`config.mk`:
```
export PLATFORM = sky130hd
export DESIGN_NAME = slow_clk_monitor_flat
export DESIGN_NICKNAME = d
export VERILOG_FILES = /design/src/rtl/display_pkg.sv /design/src/rtl/slow_clk_monitor_if.sv /design/src/rtl/seg7_decode.sv /design/src/rtl/slow_clk_monitor.sv /design/src/flat_wrapper.sv
export SDC_FILE = /design/constraint.sdc
export NUM_CORES = 1
export LEC_CHECK = 0
export ABC_CLOCK_PERIOD_IN_PS = 4400
export CAP_MARGIN = 40
export CORE_UTILIZATION = 23
export DETAILED_ROUTE_END_ITERATION = 16
export HOLD_SLACK_MARGIN = 0.1
export REMOVE_ABC_BUFFERS = 1
export SYNTH_ARGS = -nofsm -noshare
export SYNTH_HDL_FRONTEND = slang
export SYNTH_SLANG_ARGS = --single-unit
export TNS_END_PERCENT = 1
```
`constraint.sdc`:
```
create_clock -name CLK_50 -period 4.4 [get_ports CLK_50]
set_clock_uncertainty 0.1 [all_clocks]
set_input_delay 0.66 -clock CLK_50 [delete_from_list [all_inputs] [get_ports CLK_50]]
set_output_delay 0.66 -clock CLK_50 [all_outputs]
set_load 0.01 [all_outputs]
```
`src/rtl/display_pkg.sv`:
```
// Shared widths, BCD digit type and active-high seven-segment patterns
// (segment a in bit 0) for the slow_clk_monitor display path.
package display_pkg;

  localparam int unsigned NUM_DIGITS = 4;
  localparam int unsigned SEG_W      = 7;
  localparam int unsigned LVL_W      = 3;
  localparam int unsigned BAR_W      = 6;
  localparam int unsigned BCD_W      = 4;

  typedef logic [BCD_W-1:0] bcd_t;

  localparam logic [SEG_W-1:0] SEG_0     = 7'b0111111;
  localparam logic [SEG_W-1:0] SEG_1     = 7'b0000110;
  localparam logic [SEG_W-1:0] SEG_2     = 7'b1011011;
  localparam logic [SEG_W-1:0] SEG_3     = 7'b1001111;
  localparam logic [SEG_W-1:0] SEG_4     = 7'b1100110;
  localparam logic [SEG_W-1:0] SEG_5     = 7'b1101101;
  localparam logic [SEG_W-1:0] SEG_6     = 7'b1111101;
  localparam logic [SEG_W-1:0] SEG_7     = 7'b0000111;
  localparam logic [SEG_W-1:0] SEG_8     = 7'b1111111;
  localparam logic [SEG_W-1:0] SEG_9     = 7'b1101111;
  localparam logic [SEG_W-1:0] SEG_E     = 7'b1111001;
  localparam logic [SEG_W-1:0] SEG_BLANK = 7'b0000000;

  // Digit code that renders as "E" for an out-of-range level.
  localparam bcd_t CODE_E = 4'hE;

endpackage

```
`src/rtl/slow_clk_monitor_if.sv`:
```
// Board-facing signal bundle of the slow_clk_monitor: throttle inputs and
// display/LED outputs.
interface slow_clk_monitor_if;
  import display_pkg::*;

  logic                  slow_clk;
  logic [LVL_W-1:0]      freq_num;
  logic                  clear;
  logic [SEG_W-1:0]      seg;
  logic                  dp;
  logic [NUM_DIGITS-1:0] an;
  logic [BAR_W-1:0]      level_bar;
  logic                  tick_led;

  modport master (
    output slow_clk, freq_num, clear,
    input  seg, dp, an, level_bar, tick_led
  );

  modport slave (
    input  slow_clk, freq_num, clear,
    output seg, dp, an, level_bar, tick_led
  );

endinterface

```
`src/rtl/seg7_decode.sv`:
```
// Combinational digit-code to active-high seven-segment pattern; codes
// other than 0-9 and "E" render blank.
module seg7_decode
  import display_pkg::*;
(
  input  bcd_t             code_i,
  output logic [SEG_W-1:0] seg_c
);

  always_comb begin
    seg_c = SEG_BLANK;
    case (code_i)
      4'd0:    seg_c = SEG_0;
      4'd1:    seg_c = SEG_1;
      4'd2:    seg_c = SEG_2;
      4'd3:    seg_c = SEG_3;
      4'd4:    seg_c = SEG_4;
      4'd5:    seg_c = SEG_5;
      4'd6:    seg_c = SEG_6;
      4'd7:    seg_c = SEG_7;
      4'd8:    seg_c = SEG_8;
      4'd9:    seg_c = SEG_9;
      CODE_E:  seg_c = SEG_E;
      default: seg_c = SEG_BLANK;
    endcase
  end

endmodule

```
`src/rtl/slow_clk_monitor.sv`:
```
// Counts synchronized slow_clk rising edges in a 3-digit BCD counter and
// scans level + count onto a 4-digit display, with level bar and tick LED.
module slow_clk_monitor
  import display_pkg::*;
#(
  parameter int unsigned SCAN_DIV       = 50000,
  parameter int unsigned MAX_LEVEL      = 5,
  parameter bit          SEG_ACTIVE_LOW = 1'b1
) (
  input  logic               CLK_50,
  input  logic               reset,
  slow_clk_monitor_if.slave  bus
);

  localparam int unsigned PRE_W = (SCAN_DIV > 32'd1) ? $clog2(SCAN_DIV) : 1;
  localparam int unsigned SEL_W = $clog2(NUM_DIGITS);
  localparam logic [PRE_W-1:0] PRE_LAST = PRE_W'(SCAN_DIV - 32'd1);
  localparam logic [LVL_W-1:0] MAX_LVL  = LVL_W'(MAX_LEVEL);
  localparam logic [SEG_W-1:0] SEG_OFF  = {SEG_W{SEG_ACTIVE_LOW}};

  logic [2:0]            sync_q;
  logic                  tick_q;
  logic [LVL_W-1:0]      lvl_q;
  bcd_t [2:0]            cnt_q, cnt_d;
  logic [PRE_W-1:0]      pre_q, pre_d;
  logic [SEL_W-1:0]      sel_q, sel_d;
  logic [NUM_DIGITS-1:0] an_q, an_d;
  logic [SEG_W-1:0]      seg_q, seg_d;
  logic                  dp_q, dp_d;
  logic [BAR_W-1:0]      bar_q, bar_d;
  logic                  led_q;

  logic                  lvl_chg_c;
  logic                  tc_c;
  bcd_t                  dig_c;
  logic [SEG_W-1:0]      dig_seg_c;

  seg7_decode u_dec (
    .code_i (dig_c),
    .seg_c  (dig_seg_c)
  );

  // Next-state: counter priority, scan prescaler, digit mux, level bar.
  always_comb begin
    lvl_chg_c = (bus.freq_num != lvl_q);
    tc_c      = (pre_q == PRE_LAST);
    cnt_d     = cnt_q;
    pre_d     = tc_c ? '0 : pre_q + PRE_W'(1);
    sel_d     = tc_c ? sel_q + SEL_W'(1) : sel_q;
    an_d      = an_q;
    seg_d     = seg_q;
    dp_d      = dp_q;
    bar_d     = '0;
    dig_c     = cnt_q[0];

    if (bus.clear || lvl_chg_c) begin
      cnt_d = '0;
    end else if (tick_q) begin
      // Digit-wise BCD carry; 999 wraps to 000.
      if (cnt_q[0] == 4'd9) begin
        cnt_d[0] = 4'd0;
        if (cnt_q[1] == 4'd9) begin
          cnt_d[1] = 4'd0;
          cnt_d[2] = (cnt_q[2] == 4'd9) ? 4'd0 : cnt_q[2] + 4'd1;
        end else begin
          cnt_d[1] = cnt_q[1] + 4'd1;
        end
      end else begin
        cnt_d[0] = cnt_q[0] + 4'd1;
      end
    end

    case (sel_q)
      2'd0: dig_c = cnt_q[0];
      2'd1: dig_c = cnt_q[1];
      2'd2: dig_c = cnt_q[2];
      2'd3: dig_c = (lvl_q > MAX_LVL) ? CODE_E : {1'b0, lvl_q};
      default: dig_c = cnt_q[0];
    endcase

    if (tc_c) begin
      an_d  = ~(NUM_DIGITS'(1) << sel_q);
      seg_d = SEG_ACTIVE_LOW ? ~dig_seg_c : dig_seg_c;
      dp_d  = (sel_q == SEL_W'(NUM_DIGITS - 1)) ^ SEG_ACTIVE_LOW;
    end

    for (int i = 0; i < int'(BAR_W); i++) begin
      bar_d[i] = (LVL_W'(i) < bus.freq_num);
    end
  end

  always_ff @(posedge CLK_50 or negedge reset) begin
    if (!reset) begin
      sync_q <= '0;
      tick_q <= 1'b0;
      lvl_q  <= '0;
      cnt_q  <= '0;
      pre_q  <= '0;
      sel_q  <= '0;
      an_q   <= '1;
      seg_q  <= SEG_OFF;
      dp_q   <= SEG_ACTIVE_LOW;
      bar_q  <= '0;
      led_q  <= 1'b0;
    end else begin
      sync_q <= {sync_q[1:0], bus.slow_clk};
      tick_q <= sync_q[1] & ~sync_q[2];
      lvl_q  <= bus.freq_num;
      cnt_q  <= cnt_d;
      pre_q  <= pre_d;
      sel_q  <= sel_d;
      an_q   <= an_d;
      seg_q  <= seg_d;
      dp_q   <= dp_d;
      bar_q  <= bar_d;
      led_q  <= led_q ^ tick_q;
    end
  end

  assign bus.seg       = seg_q;
  assign bus.dp        = dp_q;
  assign bus.an        = an_q;
  assign bus.level_bar = bar_q;
  assign bus.tick_led  = led_q;

endmodule

```
`src/flat_wrapper.sv`:
```
// flat-port wrapper written by rule: the top's interface ports become plain ports
module slow_clk_monitor_flat import display_pkg::*;
#(
  parameter int unsigned SCAN_DIV       = 50000,
  parameter int unsigned MAX_LEVEL      = 5,
  parameter bit          SEG_ACTIVE_LOW = 1'b1
)
  (CLK_50, reset, bus_slow_clk, bus_freq_num, bus_clear, bus_seg, bus_dp, bus_an, bus_level_bar, bus_tick_led);
  slow_clk_monitor_if bus_i ();
  input  logic CLK_50;
  input  logic reset;
  input wire logic [$bits(bus_i.slow_clk)-1:0] bus_slow_clk;
  input wire logic [$bits(bus_i.freq_num)-1:0] bus_freq_num;
  input wire logic [$bits(bus_i.clear)-1:0] bus_clear;
  output wire logic [$bits(bus_i.seg)-1:0] bus_seg;
  output wire logic [$bits(bus_i.dp)-1:0] bus_dp;
  output wire logic [$bits(bus_i.an)-1:0] bus_an;
  output wire logic [$bits(bus_i.level_bar)-1:0] bus_level_bar;
  output wire logic [$bits(bus_i.tick_led)-1:0] bus_tick_led;
  assign bus_i.slow_clk = bus_slow_clk;
  assign bus_i.freq_num = bus_freq_num;
  assign bus_i.clear = bus_clear;
  assign bus_seg = bus_i.seg;
  assign bus_dp = bus_i.dp;
  assign bus_an = bus_i.an;
  assign bus_level_bar = bus_i.level_bar;
  assign bus_tick_led = bus_i.tick_led;
  slow_clk_monitor #(.SCAN_DIV(SCAN_DIV), .MAX_LEVEL(MAX_LEVEL), .SEG_ACTIVE_LOW(SEG_ACTIVE_LOW)) u_core (.CLK_50(CLK_50), .reset(reset), .bus(bus_i));
endmodule
```
==> notes.md <==
The leakage power summed over all cells came out at 1.36 nW. The met3 global-route usage is 0.0186, and the slew at the pin closest to its max-slew limit is 668 ps. With the fraction of layout cells with a size suffix above 1 at 0.112, the met2 global-route usage is 0.143. After synthesis, the design contains 262 cells according to Yosys. The core box area was 0.0115 mm².

The number of hold-slack violations in the final timing report was 0; the synthesized-area fraction occupied by xor and xnor cells was 0.0612. The capture point of the worst reg-to-reg path is u_core.bus.seg[5]. In the synthesized netlist, the cells that appear most often are dfrtp_1 (43), nor2_1 (26), nand2_1 (23), ha_1 (17), a21oi_1 (15). In the final report, the number of endpoints failing setup comes to 0.

The tools report the half-perimeter wire length after placement as 3720 µm. With the area overhead of the layout relative to synthesis at 19.5%, the total routing usage reported by global routing is 0.0908. The most common flop cell mapped by yosys is dfrtp_1. The max capacitance violation total was 0; the total of warnings raised by yosys was 0.

For the total number of vias, the log shows 1899. The post-synthesis share of cell area spent on and, or, nand and nor gates is 0.183, and the final critical-path setup slack is 1910 ps. During I/O placement, the number of pins put on the boundary was 26.

The number of antenna violations at the first check in global routing is 0. The async set-reset flop share out of synthesis was 1.00. The count of different cell masters after synthesis is 47. The run gives 36 for the count of tool warnings. For the final routed database, the setup TNS stands at 0 ps. Per the post-place timing report, worst setup slack is 1630 ps. The slowest stage of the critical path is the dfrtp_1 cell. The floorplan row count is 39, and the first-pass GRT wire length is 9160 µm. The dominant non-sequential cell family after synthesis is simple AND/OR/NAND/NOR gates. Setup repair after global routing left no endpoint under its margin. As logged by OpenROAD, the buffers inserted on ports number 25. Max fanout on the critical path was recorded as 5.

The run gives 2 as the number of buffers between clock root and the deepest sink. The report puts the hold buffer count at CTS at 0. For this run, the chip area from Yosys synthesis comes to 0.00272 mm². The flow ran to the end, and the final reports show no timing, DRC or antenna violations. The tools report the final antenna-violating net count as 0. TritonCTS built the clock tree. The flop and latch count out of synthesis came out at 54. The final antenna diode tally reported by the flow is 0. After detailed routing, the wire length on met1 is 2580 µm. For the first-pass iteration count of the detailed router, the log shows 4.
==> cell usage in the layout, fill, tap and decap left out, types with 3 or more instances in the layout <==
cell type	count
nor2_1	26
ha_1	17
nor3_1	11
clkdlybuf4s50_1	24
o21ai_1	10
dfstp_2	11
inv_1	13
and3_1	4
xor2_1	11
and2_1	3
mux2i_1	3
nand3_1	13
clkbuf_16	5
or3_1	3
o21ai_0	4
dfrtp_1	43
nand2_1	23
xnor2_1	8
a21oi_1	15
==> registers in the layout (all words and copies together), names as in the netlist <==
signal,flops
u_core.pre_q,16
u_core.cnt_q,12
u_core.bus.seg,7
u_core.bus.level_bar,6
u_core.bus.an,3
u_core.sync_q,3
u_core.lvl_q,2
u_core.sel_q,2
u_core.bus.dp,1
u_core.bus.tick_led,1
u_core.tick_q,1
==> area by class of cell <==
type / count / area [µm²]
flip-flops and latches: 54 / 1370
inverters: 13 / 48.8
fillers: 1170 / 8220
repair buffers: 26 / 253
clock inverters: 2 / 37.5
clock buffers: 6 / 129
well taps: 143 / 179
multi-input cells: 185 / 1240
==> how the worst max path moves through the flow <==
stage / endpoint / slack, ps / depth (start not counted)
2_1_floorplan: u_core.bus.seg[0] / 2230 / 9
4_1_cts: u_core.bus.seg[5] / 1900 / 9
3_5_place_dp: u_core.cnt_q[11] / 1630 / 6
6_report: u_core.bus.seg[5] / 1910 / 9
5_1_grt: u_core.bus.seg[6] / 1680 / 9
3_3_place_gp: u_core.cnt_q[11] / 1680 / 6
==> per-stage QoR <==
step	util	total power, mW
final	0.283	1.01
after global routing	0.283	1.05
after CTS	0.283	1.03
after detailed placement	0.269	0.582
after global placement	0.269	0.581
after floorplan	-	0.544
==> power by group <==
group | switching [mW] | internal [mW]
Clock | 0.175 | 0.269
Sequential | 0.00924 | 0.508
Combinational | 0.0278 | 0.0264
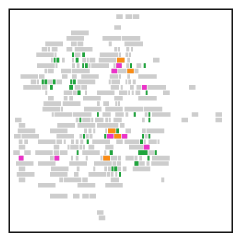
**Above:** gate-type map.
(2 px per µm)
family	colour	cells
non-inverting ao/oa cells	magenta	8
nand cells	green	39
mux cells	orange	5

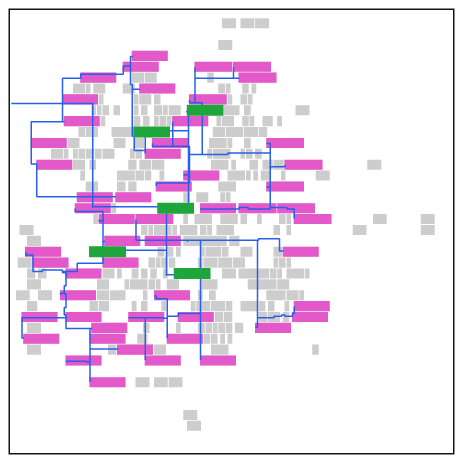
**Above:** routed clock nets over the placement.
(4 px per µm)
[clock-net drivers] green | count: 5
[flip-flops] magenta | count: 54
[clock wires] blue | length: 688 µm
routed clock nets	6
clock network power consumption: 444 µW
clock latency of the later-clocked register in the worst-skew pair: 290 ps

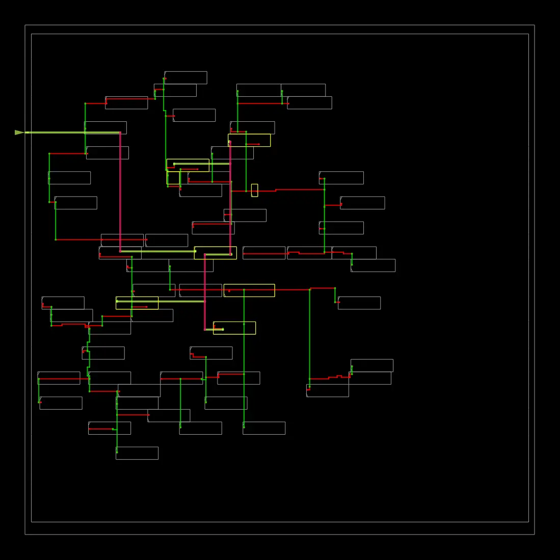
**Above:** clock routing.
number of sinks driven by the clock tree: 54
total number of sequential cells: 54

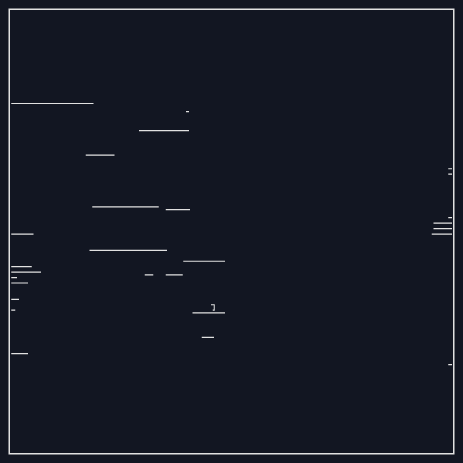
**Above:** the metal 3 layer.
(4 px per µm)
main direction	horizontal
nets with wire on the layer	23

Power is estimated from default activity; no workload was simulated.
